$ cat config.mk
export PLATFORM = sky130hd
export DESIGN_NAME = branch_predictor_bht
export DESIGN_NICKNAME = d
export VERILOG_FILES = /design/src/rtl/branch_predictor_bht.sv
export SDC_FILE = /design/constraint.sdc
export NUM_CORES = 1
export LEC_CHECK = 0
export CELL_PAD_IN_SITES_DETAIL_PLACEMENT = 2
export CELL_PAD_IN_SITES_GLOBAL_PLACEMENT = 2
export CORE_MARGIN = 2
export CORE_UTILIZATION = 41
export DETAILED_ROUTE_END_ITERATION = 7
export PLACE_DENSITY = 0.95
export SKIP_LAST_GASP = 1
export SYNTH_ARGS = -nofsm -noshare
export SYNTH_HDL_FRONTEND = slang
export SYNTH_SLANG_ARGS = --single-unit
$ cat constraint.sdc
create_clock -name Clock -period 12.25 [get_ports Clock]
set_clock_uncertainty 0.05 [all_clocks]
set_input_delay 2.45 -clock Clock [delete_from_list [all_inputs] [get_ports Clock]]
set_output_delay 2.45 -clock Clock [all_outputs]
set_load 0.05 [all_outputs]
$ cat src/rtl/branch_predictor_bht.sv
// branch_predictor_bht: PC-indexed branch history table of saturating counters.
// Decode looks up a prediction combinationally and carries the returned index
// down the pipe. Execute writes the resolved outcome back through that index.
// Resolved-branch and mispredict statistics are kept for performance counting.
//
// Optional feature: define BHT_GSHARE_EN to XOR a non-speculative global
// history register into the low bits of the lookup index (gshare).
//
// Ports:
//   Clock, nReset        - clock, synchronous active-low reset
//   lookupValid/PC       - decode-stage branch lookup request
//   predictTaken/Index   - combinational prediction and table index used
//   updateValid/Index    - execute-stage resolution, index carried from decode
//   updateTaken          - resolved outcome
//   updatePredicted      - prediction originally used for this branch
//   mispredict           - registered pulse, last update disagreed with prediction
//   branchCount          - saturating count of resolved branches
//   mispredictCount      - saturating count of mispredictions
module branch_predictor_bht #(
  parameter int unsigned ENTRIES   = 64,
  parameter int unsigned CTR_WIDTH = 2,
  parameter int unsigned GHR_WIDTH = 6
) (
  input  logic                       Clock,
  input  logic                       nReset,
  input  logic                       lookupValid,
  input  logic [31:0]                lookupPC,
  output logic                       predictTaken,
  output logic [$clog2(ENTRIES)-1:0] predictIndex,
  input  logic                       updateValid,
  input  logic [$clog2(ENTRIES)-1:0] updateIndex,
  input  logic                       updateTaken,
  input  logic                       updatePredicted,
  output logic                       mispredict,
  output logic [31:0]                branchCount,
  output logic [31:0]                mispredictCount
);

  localparam int unsigned IDX_W = $clog2(ENTRIES);
  localparam logic [CTR_WIDTH-1:0] CTR_MAX  = {CTR_WIDTH{1'b1}};
  localparam logic [CTR_WIDTH-1:0] CTR_INIT = CTR_WIDTH'((1 << (CTR_WIDTH - 1)) - 1);
  localparam logic [31:0]          CNT_MAX  = 32'hFFFF_FFFF;

  logic [CTR_WIDTH-1:0] table_q [ENTRIES];
  logic [CTR_WIDTH-1:0] ctr_cur;
  logic [CTR_WIDTH-1:0] ctr_d;
  logic [IDX_W-1:0]     pc_idx;
  logic [IDX_W-1:0]     lookup_idx;
  logic                 mispredict_q, mispredict_d;
  logic [31:0]          branch_count_q, branch_count_d;
  logic [31:0]          mispredict_count_q, mispredict_count_d;

  // PC bits outside the index field and the history width only matter in
  // some configurations; fold them into one deliberately unused net.
  logic unused_cfg;
  assign unused_cfg = ^{lookupPC[31:IDX_W+2], lookupPC[1:0], (GHR_WIDTH > IDX_W)};

  assign pc_idx = lookupPC[IDX_W+1:2];

`ifdef BHT_GSHARE_EN
  logic [GHR_WIDTH-1:0] ghr_q, ghr_d;

  // Same-cycle lookup sees the pre-shift history.
  assign lookup_idx = pc_idx ^ IDX_W'(ghr_q);

  // History shifts in the resolved outcome at the LSB, oldest bit falls off.
  always_comb begin
    ghr_d = ghr_q;
    if (updateValid) begin
      ghr_d = GHR_WIDTH'({ghr_q, updateTaken});
    end
  end

  always_ff @(posedge Clock) begin
    if (!nReset) begin
      ghr_q <= '0;
    end else begin
      ghr_q <= ghr_d;
    end
  end
`else
  assign lookup_idx = pc_idx;
`endif

  // Lookup reads the registered table: read-old on a same-cycle update.
  assign predictIndex = lookup_idx;
  assign predictTaken = lookupValid & table_q[lookup_idx][CTR_WIDTH-1];

  // Saturating counter step for the entry being resolved.
  always_comb begin
    ctr_cur = table_q[updateIndex];
    ctr_d   = ctr_cur;
    if (updateTaken) begin
      if (ctr_cur != CTR_MAX) ctr_d = ctr_cur + CTR_WIDTH'(1);
    end else begin
      if (ctr_cur != '0) ctr_d = ctr_cur - CTR_WIDTH'(1);
    end
  end

  always_ff @(posedge Clock) begin
    if (!nReset) begin
      for (int i = 0; i < int'(ENTRIES); i++) begin
        table_q[i] <= CTR_INIT;
      end
    end else if (updateValid) begin
      table_q[updateIndex] <= ctr_d;
    end
  end

  // Statistics: both counters stick at all-ones rather than wrapping.
  always_comb begin
    branch_count_d     = branch_count_q;
    mispredict_count_d = mispredict_count_q;
    mispredict_d       = updateValid & (updateTaken ^ updatePredicted);
    if (updateValid) begin
      if (branch_count_q != CNT_MAX) branch_count_d = branch_count_q + 32'd1;
      if (mispredict_d && (mispredict_count_q != CNT_MAX)) begin
        mispredict_count_d = mispredict_count_q + 32'd1;
      end
    end
  end

  always_ff @(posedge Clock) begin
    if (!nReset) begin
      mispredict_q       <= 1'b0;
      branch_count_q     <= '0;
      mispredict_count_q <= '0;
    end else begin
      mispredict_q       <= mispredict_d;
      branch_count_q     <= branch_count_d;
      mispredict_count_q <= mispredict_count_d;
    end
  end

  assign mispredict      = mispredict_q;
  assign branchCount     = branch_count_q;
  assign mispredictCount = mispredict_count_q;

endmodule

==> summary.txt <==
Die width = 166.2 µm
CORE AREA = 25910 µm²
Top flip-flop cell by instance count after synthesis = edfxtp_1
Clock transition at path regs = 0.09 ns
Final Non-Filler Cells = 1380
Resized Gates After CTS = 0
Most numerous cell on the critical path = mux4_2
GR Util met3 = 0.05076
Number of nets in the finished design = 1078
Total power divided by cell area = 119.1 nW/µm²
Post-route DRC = 0
Global route overflow = 0
Signed area change from the synthesized netlist to the final layout = 14.43%
Worst hold path startpoint = mispredictCount[30]
Register share after synthesis = 0.4770
Vias in the first global route = 9717
Final tally of max-slew violations = 0
Latency at later pin = 0.45 ns
Cell with the most instances after synthesis = nand2_1
Yosys stat area = 10790 µm²
Most heavily used metal layer in global routing = met2
Tool warnings = 52
Beginning of the worst register-to-register path = table_q[13][1]
Unrepaired setup endpoints after global routing = false
Detailed placer's ending HPWL = 24900 µm
Number of I/O pins = 116
Run status = finished, final reports clean
Endpoint type of the worst setup path = output port
Top post-synthesis cells by count = nand2_1, edfxtp_1, o21bai_1
Root Buffer Master = clkbuf_16
Worst IR drop on VDD = 0.06616 mV
Crit path cell chain = clkdlybuf4s50_1 > mux4_2 > mux4_2 > mux4_2 > and2_1 > clkdlybuf4s50_1
Top-area cell share = 0.3563
Buffers plus inverters on the worst setup path = 2
Max stage delay cell, worst path = clkdlybuf4s50_1
Drt pass-1 iters = 5
Drt first-iter violations = 808
Number of cells after detailed placement = 1348
Critical path's top delay family = buffers and inverters
Hold_buf cts = 0
Vias per cell = 6.359
Mapped Area = 10790 µm²
Count of endpoints failing setup in the final report = 0
Chip height = 166.2 µm
Data required time of the worst path = 9.75 ns
Critical path type = input pin to output port
Ys Warns = 0
Final instance area = 12340 µm²
Max-slew headroom = 0.1766
Overall die area = 27620 µm²
All-Layer GR Usage = 0.2880
Fraction of synthesis flops using an asynchronous set or reset pin = 0
Synthesized netlist net count = 1036
Post CTS Setup Buffer Count = 0
Post-detailed-route wirelength per cell = 28.50 µm
Yosys stat cell total = 990
Start point of the critical path = lookupPC[3]
H-tree level count = 4
Critical Path Max Stage Delay = 1.26 ns
Share of the core filled by cells before placement = 0.4163
Ratio of final minimum period to clock period = 0.7027
Input/output buffers = 89
Flip-flops with a built-in enable = 128
Area of placed instances = 11780 µm²
CP max FO = 17
Largest net degree at the start of global routing = 67
Most area-hungry cell type in the Yosys netlist = edfxtp_1
Syn Inst Count = 990
Sum of internal, switching and leakage power = 1.470 mW
Post-synthesis area per instance = 10.90 µm²
Total negative slack = 0 ns
[registers in the layout, summed over array words and instances (netlist names)]
register         count
mispredictCount     32
table_q            128
mispredict           1
branchCount         32
[worst reg2reg max path, delay by kind of cell (launching register included)]
family	cells	cell delay, ns
AND-OR/OR-AND	3	1.48
buffers and inverters	1	0.65
flip-flops	1	0.45
multiplexers	2	0.82
AND/OR/NAND/NOR	1	0.27
[worst paths after layout]
path	slack, ns	endpoint	cells past startpoint
worst max register to register	8.24	table_q[10][0]	7
worst min register to register	0.44	mispredictCount[30]	2
worst min-delay path	0.44	mispredictCount[30]	2
worst max-delay path	3.64	predictTaken	6
[layout make-up]
cell class              count  area, µm²
flip-flops and latches    193       5145
clock buffers              19      442.9
clock inverters            13      118.9
well taps                 335      419.2
fillers                  2580      13570
multi-input cells         702       5179
repair buffers            104      985.9
inverters                  14      52.55
[metal layers]
| metal | share of wire | vias to the layer above | wire [µm] |
|---|---|---|---|
| li1 | - | 3794 | - |
| met3 | 0.051 | 100 | 2016 |
| met4 | 0.040 | 0 | 1566 |
| met2 | 0.51 | 319 | 20250 |
| met5 | 0 | - | 0 |
| met1 | 0.39 | 4563 | 15500 |
[cells in the final DEF (no fill, tap or decap), drive strengths merged, types with 4 or more instances in the layout]
master and count:
nand2 173, edfxtp 128, a21oi 86, clkdlybuf4s50 85, o21bai 66, dfxtp 65
nor2 46, mux4 46, nand3 28, inv 23, nor4 21, clkbuf 19
buf 19, xnor2 18, o21ai 17, mux2i 16, nand4 16, nor3 15
nand2b 14, o31ai 12, or3 11, or4 10, mux2 10, and3 9
o211ai 7, and4 7, nor2b 5, a221oi 5, xor2 5, nor3b 4
or2 4, and2 4, a211oi 4, a22o 4, o21a 4, clkinv 4
[power by group]
| group | internal, mW | leakage [nW] | switching, mW | total (mW) |
|---|---|---|---|---|
| Sequential | 0.704 | 1.67 | 0.00951 | 0.713 |
| Combinational | 0.0516 | 1.98 | 0.139 | 0.191 |
| Clock | 0.275 | 0.280 | 0.291 | 0.566 |
| Total | 1.03 | 3.93 | 0.440 | 1.47 |
[cell families (layout without fill, tap and decap cells)]
family                     after synthesis  in the layout  synth area share
buffers and inverters                   95            150           0.04651
AOI/OAI and AO/OA                      228            228            0.1633
muxes                                   72             72            0.1217
adders and majority gates                2              2          0.002320
xor gates and xnor gates                23             23           0.01868
and+or+nand+nor                        377            377            0.1705
DFF                                    193            193            0.4770
[metrics by stage]
step	hold WS (ns)	setup WS, ns
after floorplan	0.6402	4.581
after global placement	0.4236	3.837
final	0.4413	3.642
after CTS	0.4494	3.676
after detailed placement	0.4311	3.730
after global routing	0.4746	3.611
==> images/layer_met1.png <==
Bar = 50 µm. Supply wires on this layer in gray.
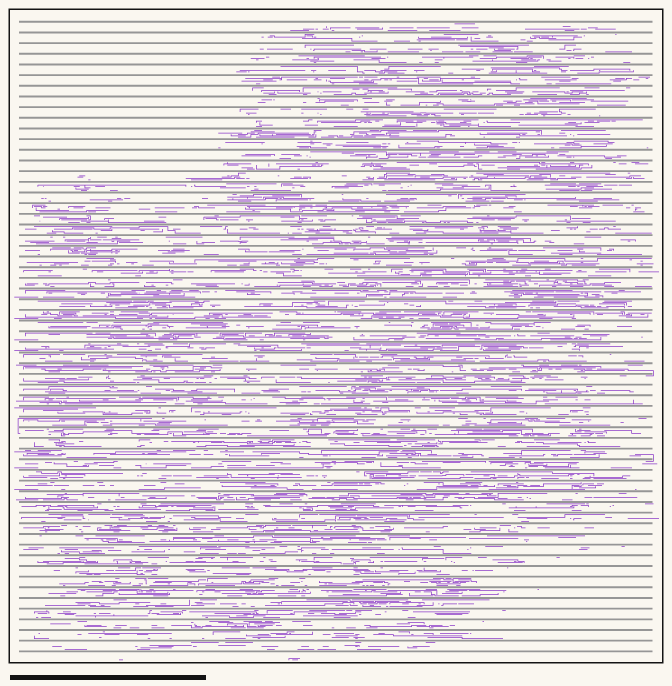
longest straight run	51.1 µm
wire length on this layer	15500 µm
share of all routed wire	39%
main direction	horizontal
Detailed Route WL: 39330 µm
total number of vias: 8776
grt met1 use: 0.3530

==> images/layer_met2.png <==
Cells faint in the background.
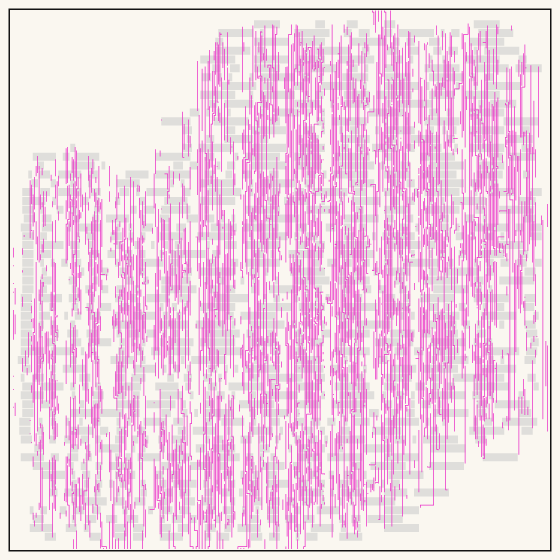
nets with wire on the layer	1017
wire length on this layer	20.3 mm
Global Route met2 Usage: 0.5001

Power and IR drop assume default switching activity.
